### src/rtl/seg7_pkg.sv
// seg7_pkg: shared constants, hex-to-segment table and digit index type for seg7_scan
package seg7_pkg;
  localparam logic [7:0] SEG_OFF = 8'hFF;
  localparam logic [3:0] AN_OFF = 4'hF;
  localparam logic [15:0][6:0] HEX_TAB = {
    7'h0E, 7'h06, 7'h21, 7'h46, 7'h03, 7'h08, 7'h10, 7'h00,
    7'h78, 7'h02, 7'h12, 7'h19, 7'h30, 7'h24, 7'h79, 7'h40
  };
  typedef logic [1:0] idx_t;
endpackage

### src/rtl/hex_to_seg7.sv
// hex_to_seg7: combinational nibble to active-low g..a segment decoder
module hex_to_seg7
  import seg7_pkg::*;
(
  input  logic [3:0] nib,
  output logic [6:0] seg
);
  assign seg = HEX_TAB[nib];
endmodule

### src/rtl/seg7_scan.sv
// seg7_scan: 4-digit multiplexed 7-seg scanner with per-frame shadow load; SEG7_LZB_EN adds leading-zero blanking
module seg7_scan
  import seg7_pkg::*;
#(
  parameter int DIV_W    = 32,
  parameter int SCAN_BIT = 17
) (
  input  logic             clk,
  input  logic             rst,
  input  logic [DIV_W-1:0] div_cnt,
  input  logic [15:0]      value,
  input  logic [3:0]       dp,
  input  logic [3:0]       blank,
  output logic [3:0]       an,
  output logic [7:0]       seg,
  output logic             frame_sync
);
  logic        prev;
  idx_t        idx;
  logic [15:0] sh_val;
  logic [3:0]  sh_dp;
  logic [3:0]  sh_blank;
  logic [3:0]  ld_blank;
  logic [6:0]  dec;
  logic        tick;
  logic        blk;
  assign tick = div_cnt[SCAN_BIT] & ~prev;
  assign blk  = sh_blank[idx];
`ifdef SEG7_LZB_EN
  logic [3:0] lz;
  always_comb begin
    lz[3]    = (value[15:12] == 4'h0) && !dp[3];
    lz[2]    = lz[3] && (value[11:8] == 4'h0) && !dp[2];
    lz[1]    = lz[2] && (value[7:4] == 4'h0) && !dp[1];
    lz[0]    = 1'b0;
    ld_blank = blank | lz;
  end
`else
  assign ld_blank = blank;
`endif
  hex_to_seg7 u_dec (
    .nib(sh_val[{idx, 2'b00} +: 4]),
    .seg(dec)
  );
  always_ff @(posedge clk) begin
    if (rst) begin
      prev       <= 1'b0;
      idx        <= '0;
      sh_val     <= '0;
      sh_dp      <= '0;
      sh_blank   <= AN_OFF;
      an         <= AN_OFF;
      seg        <= SEG_OFF;
      frame_sync <= 1'b0;
    end else begin
      prev       <= div_cnt[SCAN_BIT];
      frame_sync <= tick && (idx == 2'd3);
      if (tick) idx <= idx + 1'b1;
      if (tick && (idx == 2'd3)) begin
        sh_val   <= value;
        sh_dp    <= dp;
        sh_blank <= ld_blank;
      end
      an  <= blk ? AN_OFF : ~(4'b0001 << idx);
      seg <= blk ? SEG_OFF : {~sh_dp[idx], dec};
    end
  end
endmodule

### config.mk
export PLATFORM = sky130hd
export DESIGN_NAME = seg7_scan
export DESIGN_NICKNAME = d
export VERILOG_FILES = /design/src/rtl/seg7_pkg.sv /design/src/rtl/hex_to_seg7.sv /design/src/rtl/seg7_scan.sv
export SDC_FILE = /design/constraint.sdc
export NUM_CORES = 1
export LEC_CHECK = 0
export ABC_AREA = 1
export ABC_CLOCK_PERIOD_IN_PS = 2690
export CORE_ASPECT_RATIO = 0.7
export CORE_UTILIZATION = 47
export DETAILED_ROUTE_END_ITERATION = 7
export PLACE_DENSITY_LB_ADDON = 0.1
export SYNTH_ARGS = -nofsm -noshare
export SYNTH_HDL_FRONTEND = slang
export SYNTH_SLANG_ARGS = --single-unit
### constraint.sdc
create_clock -name clk -period 2.69 [get_ports clk]
set_input_delay 0.538 -clock clk [delete_from_list [all_inputs] [get_ports clk]]
set_output_delay 0.538 -clock clk [all_outputs]
set_load 0.005 [all_outputs]
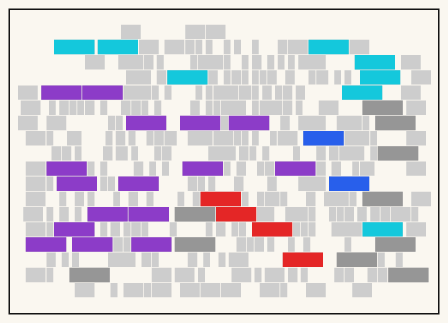
(sequential cells grouped by signal name)
Other sequential cells in the stronger grey, the rest of the logic in the fainter grey.
| colour | name in the netlist | placed flops |
|---|---|---|
| cyan | `seg` | 8 |
| red | `sh_blank` | 4 |
| blue | `idx` | 2 |
| purple | `sh_val` | 16 |
Seq group: 0.625 mW
fraction of area in registers: 0.343

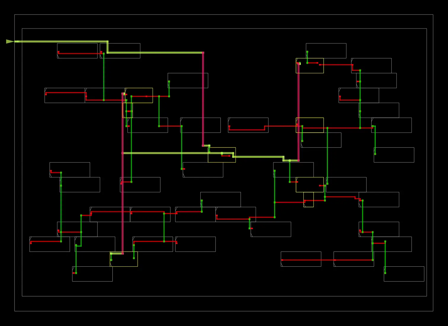
(clock routing)
TritonCTS Buffers: 5
# clk buffers: 6

==> impl_metrics.json <==
{
  "rows": 18,
  "critical_path.reg2reg.startpoint": "idx[1]",
  "pre_cts_slack_ps": 398,
  "seqCellArea_um2": 801,
  "period_used_share": 0.726,
  "grt_max_degree": 23,
  "cp_slowest_stage_delay_ps": 510,
  "chip_area_um2": 4150,
  "reg2reg_to": "sh_val[11]",
  "buffers_excl_clock": 42,
  "inverters_excl_clock": 17,
  "comb_area_frac": 0.386,
  "layout_top_cell": "nand2_1",
  "holdPathEnd": "sh_dp[3]",
  "grt_pass1_vias": 1399,
  "reg2reg_slack_ps": 760,
  "avgSynthCellArea_um2": 7.48,
  "fill_cells": 338,
  "path_delay_family": "buffers and inverters",
  "post_drt_wl_per_cell_um": 10.9,
  "max_slew.worst_pin.slew_ps": 527,
  "status": "finished clean",
  "buf_share": 0.177,
  "ys_types": 21,
  "hold_violations": 0,
  "max_slew_margin": 0.647,
  "dp.cells": 326,
  "n_antenna_cell": 0,
  "postCtsSetupRepairBufs": 0,
  "seqPwrFrac": 0.502,
  "synth.largest_area_cell": "dfxtp_1",
  "ys_seq_share": 0.437,
  "setup_ws_ps": 736,
  "via_per_inst": 4.83,
  "area_growth_pct": 27.4,
  "drtIter0Drc": 81,
  "nets": 351,
  "crit_chain": "clkdlybuf4s50_1 > inv_1 > nor2_1 > nand2_1 > clkinv_1 > nand2_1 > a21oi_1",
  "path_max_fanout": 19,
  "min_period_ps": 1950,
  "first_pass_iters": 4,
  "ff_count": 40,
  "h-tree-depth": 2,
  "globalplace.congestion": 0.760,
  "die_w_um": 76.6,
  "cts_sinks": 40
}
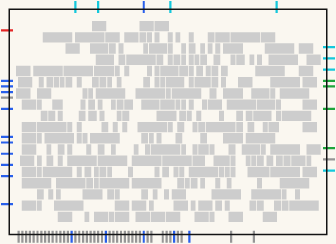
(pin placement)
Pins as bars across the die edge, other pins in grey.
| colour | port | pins | direction | edge |
|---|---|---|---|---|
| red | `clk` | 1 | input | left |
| blue | `value` | 16 | input | 10 left, 5 bottom, 1 top |
| cyan | `seg` | 8 | output | 4 right, 4 top |
| green | `an` | 4 | output | right |
all pins by edge: 45 bottom, 12 left, 9 right, 5 top

==> flip-flops by register name (all words and copies together) (netlist names) <==
register,count
frame_sync,1
sh_val,16
prev,1
sh_dp,4
seg,8
an,4
sh_blank,4
idx,2
==> metal layers <==
metal | wire [µm] | vias to the layer above | part of all wire | GRT usage
met3 | 153 | 7 | 0.042 | 0.0517
met4 | 63 | 0 | 0.017 | 0.0865
met5 | 0 | - | 0 | 0
li1 | - | 856 | - | -
met1 | 1900 | 715 | 0.52 | 0.255
met2 | 1530 | 36 | 0.42 | 0.321
==> worst reg2reg max path, stage by stage, from the launching register on <==
cell and delay [ps]:
dfxtp_1 470, ha_1 280, nand2_1 250, clkinv_1 510
nand2_1 230, a21oi_1 80
==> cell usage after synthesis (all sizes together) <==
library cell	number
nand2	95
dfxtp	40
nand3	31
a21oi	24
inv	16
ha	10
o21ai	8
nor2	7
buf	6
clkbuf	5
and2	1
clkinv	1
o221ai	1
==> power by group through the flow <==
| stage | registers [mW] | logic (mW) | clock network (mW) |
|---|---|---|---|
| 2_1_floorplan | 0.637 | 0.127 | 0 |
| 3_3_place_gp | 0.638 | 0.206 | 0 |
| 3_5_place_dp | 0.639 | 0.209 | 0 |
| 4_1_cts | 0.625 | 0.209 | 0.419 |
| 5_1_grt | 0.628 | 0.236 | 0.445 |
| 6_report | 0.625 | 0.210 | 0.409 |
==> stage by stage <==
step	util	hold WS [ps]
6_report	0.644	467
3_3_place_gp	0.618	445
2_1_floorplan	-	424
4_1_cts	0.644	467
5_1_grt	0.644	486
3_5_place_dp	0.618	455
==> cells by family (layout without fill, tap and decap cells) <==
logic type	after synthesis	in the layout	synth area share
fa+ha+maj	10	10	0.0683
buf+inv	28	67	0.0710
compound gates	33	33	0.0977
simple gates	134	134	0.326
flops	40	40	0.437
No activity file was given, so power comes from the tool's default toggle rates.
